[config.mk]
export PLATFORM = sky130hd
export DESIGN_NAME = clkdiv_rst_seq
export DESIGN_NICKNAME = d
export VERILOG_FILES = /design/src/rtl/clkdiv_rst_seq.sv
export SDC_FILE = /design/constraint.sdc
export NUM_CORES = 1
export LEC_CHECK = 0
export ABC_AREA = 1
export CAP_MARGIN = 20
export CORE_MARGIN = 2
export CORE_UTILIZATION = 35
export DETAILED_ROUTE_END_ITERATION = 10
export PLACE_DENSITY = 0.52
export SLEW_MARGIN = 20
export SYNTH_ARGS = -nofsm -noshare
export SYNTH_HDL_FRONTEND = slang
export SYNTH_SLANG_ARGS = --single-unit
[constraint.sdc]
create_clock -name hclkin -period 3.15 [get_ports hclkin]
set_input_delay 0.945 -clock hclkin [delete_from_list [all_inputs] [get_ports hclkin]]
set_output_delay 0.945 -clock hclkin [all_outputs]
set_load 0.01 [all_outputs]
[src/rtl/clkdiv_rst_seq.sv]
// rtl/clkdiv_rst_seq.sv - reset sequencer for the CLKDIV stage: lock filter, reset hold, settle, ready
module clkdiv_rst_seq #(
    parameter int LOCK_FILTER   = 4,
    parameter int HOLD_CYCLES   = 16,
    parameter int SETTLE_CYCLES = 8
) (
    input  logic       hclkin,
    input  logic       reset,
    input  logic       pll_lock,
    input  logic       sw_restart,
    output logic       div_resetn,
    output logic       div_ready,
    output logic [1:0] seq_state,
    output logic [7:0] lost_cnt
);

    // The shared counter must hold the largest terminal value of any phase.
    localparam int MAX_LH = (LOCK_FILTER > HOLD_CYCLES) ? LOCK_FILTER : HOLD_CYCLES;
    localparam int MAX_P  = (MAX_LH > SETTLE_CYCLES) ? MAX_LH : SETTLE_CYCLES;
    localparam int CNT_W  = $clog2(MAX_P) + 1;

    localparam logic [CNT_W-1:0] LF_LAST     = CNT_W'(LOCK_FILTER - 1);
    localparam logic [CNT_W-1:0] HOLD_LAST   = CNT_W'(HOLD_CYCLES - 1);
    localparam logic [CNT_W-1:0] SETTLE_LAST = CNT_W'(SETTLE_CYCLES - 1);

    typedef enum logic [1:0] {
        ST_WAIT_LOCK = 2'd0,
        ST_HOLD      = 2'd1,
        ST_SETTLE    = 2'd2,
        ST_READY     = 2'd3
    } state_t;

    logic             sync1_q;
    logic             lock_s_q;
    state_t           state_q, state_d;
    logic [CNT_W-1:0] cnt_q, cnt_d;
    logic             resetn_q, resetn_d;
    logic             ready_q, ready_d;
    logic [7:0]       lost_q, lost_d;

    // Two-flop synchronizer bringing the asynchronous PLL lock into hclkin.
    always_ff @(posedge hclkin or posedge reset) begin
        if (reset) begin
            sync1_q  <= 1'b0;
            lock_s_q <= 1'b0;
        end else begin
            sync1_q  <= pll_lock;
            lock_s_q <= sync1_q;
        end
    end

    // Next-state logic; outputs are computed here so they change on the transition edge.
    always_comb begin
        state_d  = state_q;
        cnt_d    = cnt_q;
        resetn_d = resetn_q;
        ready_d  = ready_q;
        lost_d   = lost_q;

        if (state_q != ST_WAIT_LOCK && !lock_s_q) begin
            // Lock loss outranks a simultaneous restart.
            state_d  = ST_WAIT_LOCK;
            cnt_d    = '0;
            resetn_d = 1'b0;
            ready_d  = 1'b0;
            if (lost_q != 8'hFF) begin
                lost_d = lost_q + 8'd1;
            end
        end else if (state_q != ST_WAIT_LOCK && sw_restart) begin
            // Lock is still good, so skip the filter and go straight back to HOLD.
            state_d  = ST_HOLD;
            cnt_d    = '0;
            resetn_d = 1'b0;
            ready_d  = 1'b0;
        end else begin
            case (state_q)
                ST_WAIT_LOCK: begin
                    resetn_d = 1'b0;
                    ready_d  = 1'b0;
                    if (!lock_s_q) begin
                        cnt_d = '0;
                    end else if (cnt_q == LF_LAST) begin
                        state_d = ST_HOLD;
                        cnt_d   = '0;
                    end else begin
                        cnt_d = cnt_q + 1'b1;
                    end
                end
                ST_HOLD: begin
                    resetn_d = 1'b0;
                    ready_d  = 1'b0;
                    if (cnt_q == HOLD_LAST) begin
                        state_d  = ST_SETTLE;
                        cnt_d    = '0;
                        resetn_d = 1'b1;
                    end else begin
                        cnt_d = cnt_q + 1'b1;
                    end
                end
                ST_SETTLE: begin
                    resetn_d = 1'b1;
                    ready_d  = 1'b0;
                    if (cnt_q == SETTLE_LAST) begin
                        state_d = ST_READY;
                        cnt_d   = '0;
                        ready_d = 1'b1;
                    end else begin
                        cnt_d = cnt_q + 1'b1;
                    end
                end
                ST_READY: begin
                    resetn_d = 1'b1;
                    ready_d  = 1'b1;
                end
            endcase
        end
    end

    // State, counter and output registers; reset pulls div_resetn low asynchronously.
    always_ff @(posedge hclkin or posedge reset) begin
        if (reset) begin
            state_q  <= ST_WAIT_LOCK;
            cnt_q    <= '0;
            resetn_q <= 1'b0;
            ready_q  <= 1'b0;
            lost_q   <= 8'd0;
        end else begin
            state_q  <= state_d;
            cnt_q    <= cnt_d;
            resetn_q <= resetn_d;
            ready_q  <= ready_d;
            lost_q   <= lost_d;
        end
    end

    assign div_resetn = resetn_q;
    assign div_ready  = ready_q;
    assign seq_state  = state_q;
    assign lost_cnt   = lost_q;

endmodule

==> run_1/registers.png <==
Other sequential cells in the stronger grey, the rest of the logic in the fainter grey.
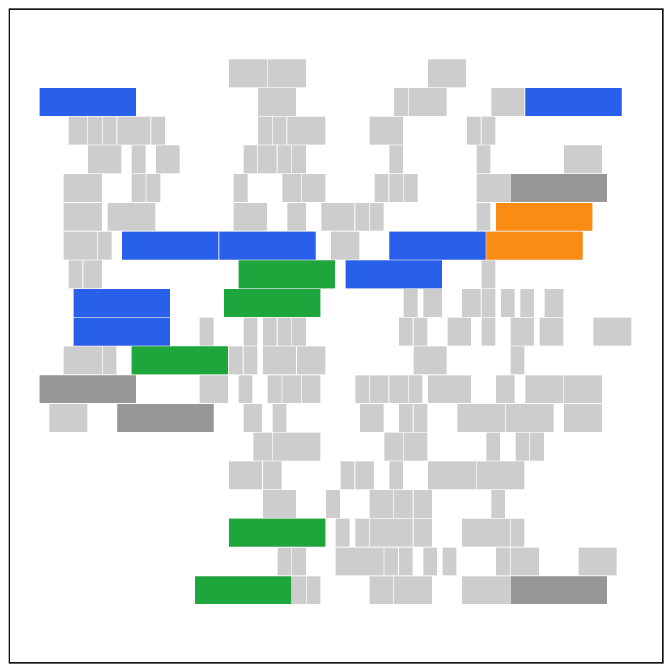
blue -> `lost_cnt`  # placed flops 8
green -> `cnt_q`  # placed flops 5
orange -> `seq_state`  # placed flops 2
not coloured = 4
share of cell area taken by flip-flops and latches: 34.3%
Layout Utilization: 44.7%

==> run_1/final_congestion.png <==
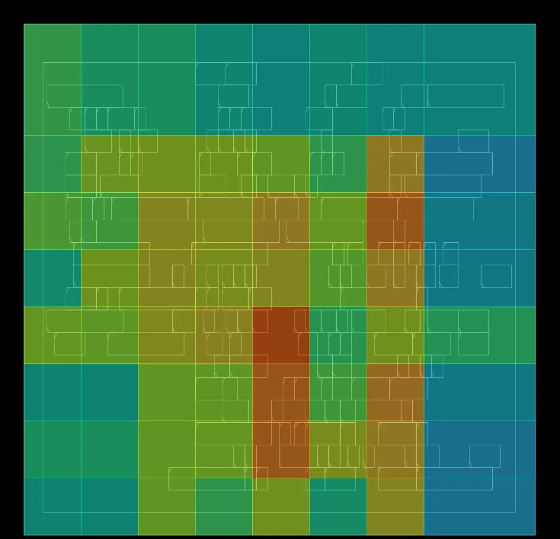
met1 GRT Util: 19.0%
detailed-route wire length per cell: 11.1 um

==> run_1/clock_map.png <==
Bar = 20 um.
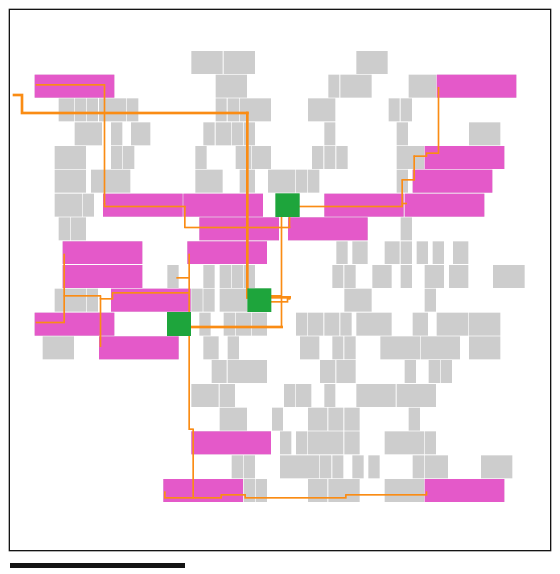
orange -> clock wires  # length 260 um
green -> cells driving clock nets  # count 3
magenta -> flip-flops  # count 19
routed clock nets = 4

==> run_1/metal_stack.png <==
Bar = 20 um.
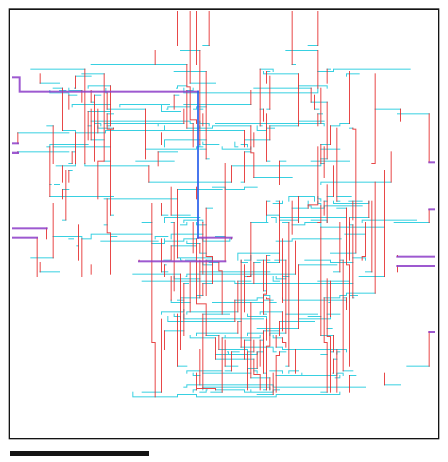
blue -> met4  # wire length 21.1 um
purple -> met3  # wire length 68.3 um
red -> met2  # wire length 1,080 um
cyan -> met1  # wire length 1,100 um

[run 1: final timing paths]
path	start	end	slack, ps	cells after the start
max	seq_state[0]	seq_state[0]	880	1
min	sync1_q	lock_s_q	360	0
max reg2reg	seq_state[0]	lost_cnt[2]	1340	7
min reg2reg	sync1_q	lock_s_q	360	0
max in group asynchronous	reset	lost_cnt[7]	1630	2
min in group asynchronous	reset	sync1_q	1060	2
[run 1: per-stage QoR]
step / util, % / hold slack [ps] / cells / cell area [um2]
final: 44.7 / 357 / 205 / 1390
after CTS: 44.7 / 362 / 205 / 1390
after detailed placement: 43.9 / 336 / 201 / 1360
after global routing: 44.7 / 369 / 205 / 1390
after global placement: 43.9 / 334 / 201 / 1360
after floorplan: - / 331 / 143 / 1170
[run 1: sequential cells by signal, summed over array words and instances (netlist names)]
signal	count
div_ready	1
lock_s_q	1
cnt_q	5
div_resetn	1
sync1_q	1
lost_cnt	8
seq_state	2
[run 1: synthesized netlist by cell type]
library cell | instances | area [um2]
sky130_fd_sc_hd__a211oi_1 | 1 | 7.51
sky130_fd_sc_hd__a21oi_1 | 2 | 10.0
sky130_fd_sc_hd__a21oi_2 | 2 | 17.5
sky130_fd_sc_hd__buf_6 | 1 | 11.3
sky130_fd_sc_hd__dfrtp_1 | 19 | 475
sky130_fd_sc_hd__ha_1 | 9 | 113
sky130_fd_sc_hd__inv_1 | 23 | 86.3
sky130_fd_sc_hd__nand2_1 | 39 | 146
sky130_fd_sc_hd__nand2_2 | 2 | 12.5
sky130_fd_sc_hd__nand3_1 | 16 | 80.1
sky130_fd_sc_hd__nand3_2 | 2 | 20.0
sky130_fd_sc_hd__nand4_1 | 4 | 25.0
sky130_fd_sc_hd__nor2_1 | 5 | 18.8
sky130_fd_sc_hd__nor2_2 | 3 | 18.8
sky130_fd_sc_hd__nor2_4 | 2 | 22.5
sky130_fd_sc_hd__o21ai_0 | 3 | 15.0
sky130_fd_sc_hd__o21ai_2 | 2 | 17.5
sky130_fd_sc_hd__xnor2_1 | 4 | 35.0
sky130_fd_sc_hd__xor2_1 | 4 | 35.0
[run 1: report_power, final]
part	switching, uW	internal (uW)
Combinational	317	233
Sequential	79.6	306
Clock	70.0	49.2
Total	467	588
[run 1: kinds of logic (layout without fill, tap and decap cells)]
family                   count (synthesis)  in the layout
adder cells (fa/ha/maj)                  9              9
flip-flops                              19             19
XOR/XNOR                                 8              8
AND-OR/OR-AND                           10             10
buffers and inverters                   24             42
AND/OR/NAND/NOR                         73             73
[run 1: routing by layer]
layer / global-route usage, % / part of all wire [%] / vias to the layer above
met4: 4.56 / 0.92 / 0
met3: 3.73 / 3.0 / 2
met1: 19.0 / 49 / 419
met5: 0 / 0 / -
li1: - / - / 484
met2: 23.2 / 47 / 12
[run 1: final cells by class]
cell class	instances	area (um2)	share of cell area (%)
multi-input combinational	100	594	42.8
sequential	19	475	34.3
timing repair buffer	15	150	10.8
inverter	23	86.3	6.22
tap	44	55.1	3.97
clock buffer	4	26.3	1.89
==> flow_results.xml, run 1 <==
<?xml version="1.0" encoding="UTF-8"?>
<metrics>
  <group name="critical_path">
    <metric name="cp_cell_sequence" unit="">clkdlybuf4s50_1</metric>
    <metric name="path_class" unit="">reg -&gt; out</metric>
    <metric name="crit_path_max_incr_delay" unit="ps">580</metric>
  </group>
  <group name="yosys">
    <metric name="synth.yosys.chip_area" unit="mm2">0.00117</metric>
    <metric name="yosys.area_share.simple" unit="%">29.5</metric>
    <metric name="synthesis.nets" unit="">156</metric>
    <metric name="yosys-stat-cells" unit="">143</metric>
    <metric name="yosys-mux-area-fraction" unit="%">0</metric>
    <metric name="synth-seq-area-share" unit="%">40.7</metric>
    <metric name="syn-cell-area" unit="mm2">0.00117</metric>
  </group>
  <group name="die">
    <metric name="floorplan.die.width" unit="um">61.8</metric>
    <metric name="floorplan.die.height" unit="um">61.8</metric>
  </group>
  <group name="finish">
    <metric name="most-common-layout-cells" unit="">39 x sky130_fd_sc_hd__nand2_1, 23 x sky130_fd_sc_hd__inv_1, 19 x sky130_fd_sc_hd__dfrtp_1, 16 x sky130_fd_sc_hd__nand3_1, 15 x sky130_fd_sc_hd__clkdlybuf4s50_1</metric>
    <metric name="layout_cell_share_with_drive_strength_beyond_1" unit="%">9.94</metric>
  </group>
  <group name="clocking">
    <metric name="clk-insertion-delay-late" unit="ps">290</metric>
    <metric name="clock-sinks" unit="">19</metric>
    <metric name="clk_path_buf_depth" unit="">2</metric>
  </group>
  <group name="pwr">
    <metric name="totalPowerFinal" unit="uW">1060</metric>
  </group>
  <group name="global_routing">
    <metric name="grt_max_degree" unit="">20</metric>
  </group>
  <group name="status">
    <metric name="outcome" unit="">finished, final reports clean</metric>
  </group>
</metrics>
==> run_1/pins.png <==
Pins as bars across the die edge, other pins in grey.
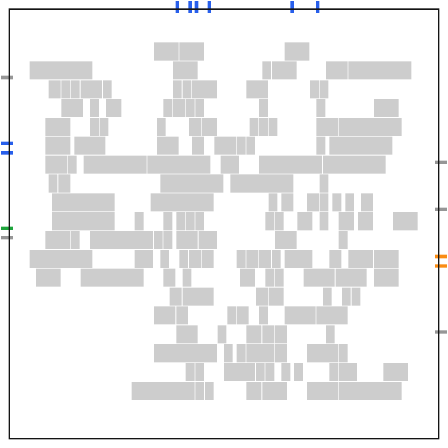

==> inputs of run 2 (changes only) <==
- clock period: 3.15 -> 2.35 ns (I/O delays scaled with it)
==> run_2/pins.png <==
Pins as bars across the die edge, other pins in grey.
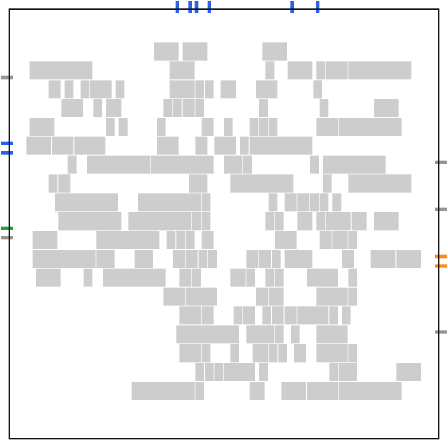
green -> `reset`  # pins 1, direction input, edge left
orange -> `seq_state`  # pins 2, direction output, edge right
blue -> `lost_cnt`  # pins 8, direction output, edge 6 top, 2 left
all pins by edge = 6 top, 5 right, 5 left
Die X-Extent: 61.8 um
die y size: 61.8 um
number of port buffers: 15

==> run_2/metal_stack.png <==
Bar = 20 um.
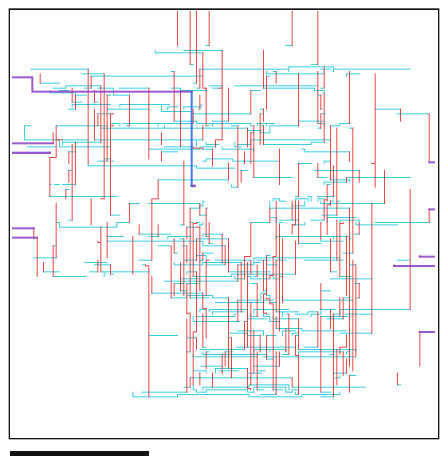
cyan -> met1  # wire length 1,160 um
red -> met2  # wire length 1,080 um
purple -> met3  # wire length 56.8 um
blue -> met4  # wire length 13.6 um

==> run 2 against run 1 <==
  * Worst setup slack lost 560 ps
  * Via count grew 2.3%
  * Register-to-register slack lost 800 ps
  * Critical endpoint unchanged
  * Sequential share of layout area shrank 0.18 points
  * Critical path depth is the same
  * Final cell count grew 0.49%
  * Sequential cell count is the same
  * Area after synthesis is the same
  * Routed wire length grew 1.6%
==> flow_results.xml, run 2 <==
<?xml version="1.0" encoding="UTF-8"?>
<metrics>
  <group name="status">
    <metric name="outcome" unit="">finished, final reports clean</metric>
  </group>
  <group name="clocking">
    <metric name="clock-sinks" unit="">19</metric>
    <metric name="ctsResizeCount" unit="">0</metric>
    <metric name="clk-insertion-delay-late" unit="ps">290</metric>
    <metric name="clk_path_buf_depth" unit="">2</metric>
  </group>
  <group name="finish">
    <metric name="layout_cell_share_with_drive_strength_beyond_1" unit="%">10.5</metric>
    <metric name="most-common-layout-cells" unit="">39 x sky130_fd_sc_hd__nand2_1, 23 x sky130_fd_sc_hd__inv_1, 19 x sky130_fd_sc_hd__dfrtp_1, 16 x sky130_fd_sc_hd__nand3_1, 15 x sky130_fd_sc_hd__clkdlybuf4s50_1</metric>
    <metric name="largest_register_ffs" unit="">8</metric>
  </group>
  <group name="critical_path">
    <metric name="crit_path_max_incr_delay" unit="ps">570</metric>
    <metric name="path_class" unit="">reg -&gt; out</metric>
    <metric name="cp_cell_sequence" unit="">clkdlybuf4s50_1</metric>
    <metric name="worst_path_max_delay_cell" unit="">sky130_fd_sc_hd__clkdlybuf4s50_1</metric>
    <metric name="rr_startpoint" unit="">seq_state[0]</metric>
  </group>
  <group name="placed_design">
    <metric name="place_area" unit="mm2">0.00137</metric>
  </group>
  <group name="sta">
    <metric name="fmax" unit="MHz">493</metric>
    <metric name="setup_viol_count_final" unit="">0</metric>
  </group>
  <group name="pwr">
    <metric name="clkPwrFrac" unit="%">11.6</metric>
    <metric name="totalPowerFinal" unit="uW">1420</metric>
    <metric name="net-switching-power" unit="uW">628</metric>
    <metric name="power_report.internal_total" unit="uW">790</metric>
    <metric name="power.share.sequential" unit="%">36.4</metric>
    <metric name="sw_frac_of_total" unit="%">44.3</metric>
  </group>
  <group name="yosys">
    <metric name="top_cell_area_share" unit="%">40.7</metric>
    <metric name="synthTopCellsByCount" unit="">39 x sky130_fd_sc_hd__nand2_1, 23 x sky130_fd_sc_hd__inv_1, 19 x sky130_fd_sc_hd__dfrtp_1</metric>
    <metric name="synth-seq-area-share" unit="%">40.7</metric>
    <metric name="synth.yosys.chip_area" unit="mm2">0.00117</metric>
    <metric name="yosys-stat-cells" unit="">143</metric>
    <metric name="most_common_cell" unit="">sky130_fd_sc_hd__nand2_1</metric>
    <metric name="netlist_top_cells_area" unit="">sky130_fd_sc_hd__dfrtp_1 41%, sky130_fd_sc_hd__nand2_1 13%, sky130_fd_sc_hd__ha_1 9.6%, sky130_fd_sc_hd__inv_1 7.4%, sky130_fd_sc_hd__nand3_1 6.9%</metric>
    <metric name="cell_accounting_for_the_most_synthesized_area" unit="">sky130_fd_sc_hd__dfrtp_1</metric>
    <metric name="synthesis.instances" unit="">143</metric>
    <metric name="synth_top_flop_cell" unit="">sky130_fd_sc_hd__dfrtp_1</metric>
    <metric name="enable_flop_cells" unit="">0</metric>
    <metric name="synthesis.nets" unit="">156</metric>
    <metric name="ys_async_sr_fraction" unit="%">100</metric>
  </group>
  <group name="global_routing">
    <metric name="grt_max_degree" unit="">20</metric>
  </group>
  <group name="route">
    <metric name="detail_route.drc_violations" unit="">0</metric>
    <metric name="routedWlPerCell" unit="um">11.2</metric>
  </group>
  <group name="die">
    <metric name="row_count" unit="">20</metric>
  </group>
  <group name="worst_hold_path">
    <metric name="worst_hold_startpoint" unit="">sync1_q</metric>
  </group>
</metrics>
==> run 2: cell count changes in the layout (fill, tap and decap cells not counted) <==
cell                    before  now
sky130_fd_sc_hd__buf_4       0    1
==> run 2: kinds of logic (layout without fill, tap and decap cells) <==
group                    count (synthesis)  count (layout)  synth area share (%)
AND/OR/NAND/NOR                         73              73                  29.5
buffers and inverters                   24              43                  8.36
flip-flops                              19              19                  40.7
AND-OR/OR-AND                           10              10                  5.79
adder cells (fa/ha/maj)                  9               9                  9.65
XOR/XNOR                                 8               8                  6.00
==> run 2: cell type report <==
cell class / count / area [um2]
tap: 44 / 55.1
clock buffer: 4 / 26.3
multi-input combinational: 100 / 594
timing repair buffer: 16 / 158
sequential: 19 / 475
inverter: 23 / 86.3
fill: 333 / 1710
==> run 2: worst register-to-register path, cell delays in order (launching register included) <==
cell	delay [ps]
sky130_fd_sc_hd__dfrtp_1	460
sky130_fd_sc_hd__inv_1	120
sky130_fd_sc_hd__ha_1	260
sky130_fd_sc_hd__nor2_2	130
sky130_fd_sc_hd__inv_1	70
sky130_fd_sc_hd__a21oi_2	380
sky130_fd_sc_hd__nand2_1	120
sky130_fd_sc_hd__xor2_1	170
==> run 2: power groups by stage <==
stage | combinational, uW | clock [uW] | sequential [uW]
floorplan | 495 | 0 | 530
global placement | 740 | 0 | 519
detailed placement | 740 | 0 | 526
CTS | 744 | 177 | 519
global route | 833 | 190 | 537
finish | 738 | 164 | 517
==> run 2: metrics by stage <==
step / instances / hold WS [ps] / util [%]
floorplan: 143 / 331 / -
detailed placement: 202 / 340 / 44.1
global route: 206 / 382 / 45.0
finish: 206 / 365 / 45.0
global placement: 202 / 334 / 44.1
CTS: 206 / 367 / 45.0
==> run 2: routing by layer <==
| metal | track usage, % | vias to the layer above | routed length, um |
|---|---|---|---|
| met2 | 23.2 | 10 | 1080 |
| met4 | 3.65 | 0 | 13 |
| met1 | 18.8 | 439 | 1160 |
| li1 | - | 487 | - |
| met5 | 0 | - | 0 |
| met3 | 3.11 | 2 | 56 |
==> run 2: final timing paths <==
path	to	depth (start not counted)	slack (ps)
setup / recovery	seq_state[0]	1	320
hold / removal	lock_s_q	0	360
setup reg to reg	lost_cnt[2]	7	540
hold reg to reg	lock_s_q	0	360
max in group asynchronous	div_resetn	3	1410
min in group asynchronous	sync1_q	3	730
==> run_2/clock_map.png <==
Bar = 20 um.
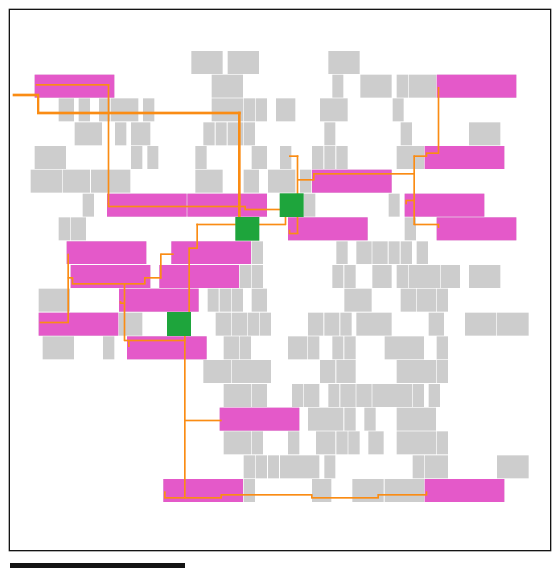

==> inputs of run 3 (changes only) <==
- REMOVE_ABC_BUFFERS: default -> 1
==> run_3/clock_map.png <==
Bar = 20 um.
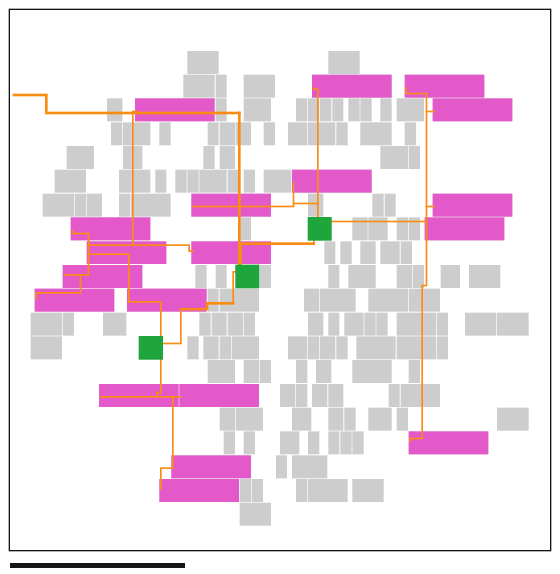
orange -> clock wires  # length 266 um
magenta -> flip-flops  # count 19
green -> cells driving clock nets  # count 3
routed clock nets = 4
power share of the clock group: 11.7%
source-to-sink clock delay at the later pin of the worst-skew pair: 300 ps
Clk power: 166 uW
final clock skew: 3.27 ps

==> run_3/registers.png <==
Other sequential cells in the stronger grey, the rest of the logic in the fainter grey.
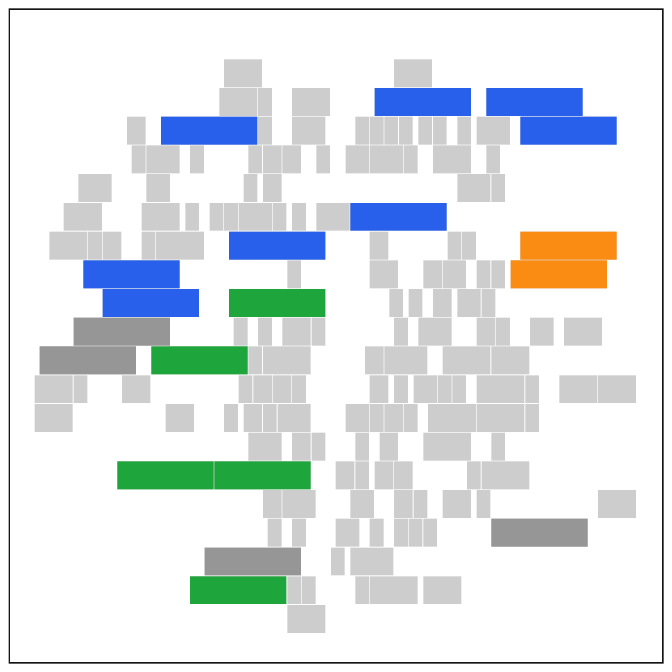
orange -> `seq_state`  # placed flops 2
blue -> `lost_cnt`  # placed flops 8
green -> `cnt_q`  # placed flops 5
not coloured = 4

==> run 3 against run 2 <==
  * Sequential power is essentially flat
  * Clock power barely moved
  * Critical endpoint unchanged
  * Largest cell class unchanged
  * Critical path type unchanged
  * Count of clock-buffer cells in the layout decreased by 1
  * Sequential cell count unchanged
  * Synthesized cell count unchanged
  * Largest power group unchanged
  * Die area is the same
==> flow_results.xml, run 3 <==
<?xml version="1.0" encoding="UTF-8"?>
<metrics>
  <group name="placed_design">
    <metric name="placed_cells" unit="">202</metric>
  </group>
  <group name="yosys">
    <metric name="synthesis.instances" unit="">143</metric>
    <metric name="syn-cell-area" unit="mm2">0.00117</metric>
    <metric name="synthTopCellsByCount" unit="">39 x sky130_fd_sc_hd__nand2_1, 23 x sky130_fd_sc_hd__inv_1, 19 x sky130_fd_sc_hd__dfrtp_1</metric>
    <metric name="most_common_cell" unit="">sky130_fd_sc_hd__nand2_1</metric>
    <metric name="yosys-stat-cells" unit="">143</metric>
    <metric name="synth_top_flop_cell" unit="">sky130_fd_sc_hd__dfrtp_1</metric>
    <metric name="ys_async_sr_fraction" unit="%">100</metric>
    <metric name="cell_accounting_for_the_most_synthesized_area" unit="">sky130_fd_sc_hd__dfrtp_1</metric>
    <metric name="synth.yosys.chip_area" unit="mm2">0.00117</metric>
    <metric name="top_cell_area_share" unit="%">40.7</metric>
    <metric name="synth-seq-area-share" unit="%">40.7</metric>
    <metric name="enable_flop_cells" unit="">0</metric>
    <metric name="netlist_top_cells_area" unit="">sky130_fd_sc_hd__dfrtp_1 41%, sky130_fd_sc_hd__nand2_1 13%, sky130_fd_sc_hd__ha_1 9.6%, sky130_fd_sc_hd__inv_1 7.4%, sky130_fd_sc_hd__nand3_1 6.9%</metric>
  </group>
  <group name="pwr">
    <metric name="power.share.sequential" unit="%">36.4</metric>
    <metric name="power.combinational.fraction" unit="%">51.9</metric>
    <metric name="sw_frac_of_total" unit="%">44.5</metric>
    <metric name="power_report.internal_total" unit="uW">788</metric>
    <metric name="net-switching-power" unit="uW">632</metric>
  </group>
  <group name="die">
    <metric name="row_count" unit="">20</metric>
    <metric name="floorplan.die.height" unit="um">61.8</metric>
    <metric name="floorplan.die.width" unit="um">61.8</metric>
  </group>
  <group name="sta">
    <metric name="setup_viol_count_final" unit="">0</metric>
    <metric name="fmax" unit="MHz">486</metric>
  </group>
  <group name="route">
    <metric name="routedWlPerCell" unit="um">11.2</metric>
    <metric name="detail_route.drc_violations" unit="">0</metric>
    <metric name="detail_route.vias_per_cell" unit="">4.51</metric>
  </group>
  <group name="finish">
    <metric name="most-common-layout-cells" unit="">39 x sky130_fd_sc_hd__nand2_1, 23 x sky130_fd_sc_hd__inv_1, 19 x sky130_fd_sc_hd__dfrtp_1, 16 x sky130_fd_sc_hd__nand3_1, 15 x sky130_fd_sc_hd__clkdlybuf4s50_1</metric>
    <metric name="final-seq-area" unit="um2">475</metric>
    <metric name="logic_area" unit="um2">594</metric>
    <metric name="fill_cells" unit="">330</metric>
    <metric name="largest_register_ffs" unit="">8</metric>
    <metric name="layout_cell_share_with_drive_strength_beyond_1" unit="%">11.1</metric>
    <metric name="stdcell_area" unit="mm2">0.00140</metric>
    <metric name="finish.utilization" unit="%">45.0</metric>
    <metric name="final_cell_count_no_fill" unit="">206</metric>
  </group>
  <group name="clocking">
    <metric name="tritoncts" unit="">done</metric>
    <metric name="ctsResizeCount" unit="">0</metric>
    <metric name="clk_path_buf_depth" unit="">2</metric>
    <metric name="clock-sinks" unit="">19</metric>
  </group>
  <group name="global_routing">
    <metric name="grt_max_degree" unit="">18</metric>
  </group>
  <group name="critical_path">
    <metric name="worst_path_max_delay_cell" unit="">sky130_fd_sc_hd__clkdlybuf4s50_1</metric>
    <metric name="rr_startpoint" unit="">seq_state[0]</metric>
    <metric name="cp_cell_sequence" unit="">clkdlybuf4s50_1</metric>
    <metric name="crit_path_max_incr_delay" unit="ps">580</metric>
    <metric name="critical_path_origin" unit="">seq_state[0]</metric>
  </group>
  <group name="status">
    <metric name="outcome" unit="">finished, final reports clean</metric>
  </group>
</metrics>
-- run 3: cell counts after synthesis --
No cell type changed its count.
-- run 3: logic make-up after synthesis --
| logic type | synth area share [%] |
|---|---|
| flops | 40.7 |
| simple gates | 29.5 |
| buf+inv | 8.36 |
| compound gates | 5.79 |
| fa+ha+maj | 9.65 |
| xor+xnor | 6.00 |
-- run 3: power groups by stage --
stage	clock (uW)	sequential (uW)	combinational [uW]
finish	166	517	737
detailed placement	0	522	740
global placement	0	519	741
floorplan	0	530	483
global route	194	535	840
CTS	178	517	744
-- run 3: layout make-up --
cell class | instances | area share, %
Clock buffer | 3 | 1.61
Clock inverter | 1 | 0.358
Inverter | 23 | 6.18
Multi-Input combinational cell | 100 | 42.6
Sequential cell | 19 | 34.1
Tap cell | 44 | 3.94
Timing Repair Buffer | 16 | 11.3
-- run 3: metrics by stage --
step | total power [uW] | hold WS [ps]
floorplan | 1010 | 331
global placement | 1260 | 338
detailed placement | 1260 | 343
CTS | 1440 | 369
global route | 1570 | 373
finish | 1420 | 364
-- run 3: per-layer routing --
layer	wire length (um)	part of all wire, %	track usage (%)
met2	976	42	21.7
met3	78	3.4	4.14
met5	0	0	0
met1	1230	53	19.9
met4	19	0.83	4.56
-- run 3: path summary, 6_finish.rpt --
| kind | slack [ps] | to | depth (start not counted) |
|---|---|---|---|
| worst min-delay path | 360 | lock_s_q | 0 |
| worst max register to register | 530 | lost_cnt[2] | 7 |
| worst max-delay path | 290 | seq_state[0] | 1 |
| min in group asynchronous | 550 | sync1_q | 2 |
| worst min register to register | 360 | lock_s_q | 0 |
| max in group asynchronous | 1390 | cnt_q[0] | 3 |
No activity file was given, so power comes from the tool's default toggle rates.
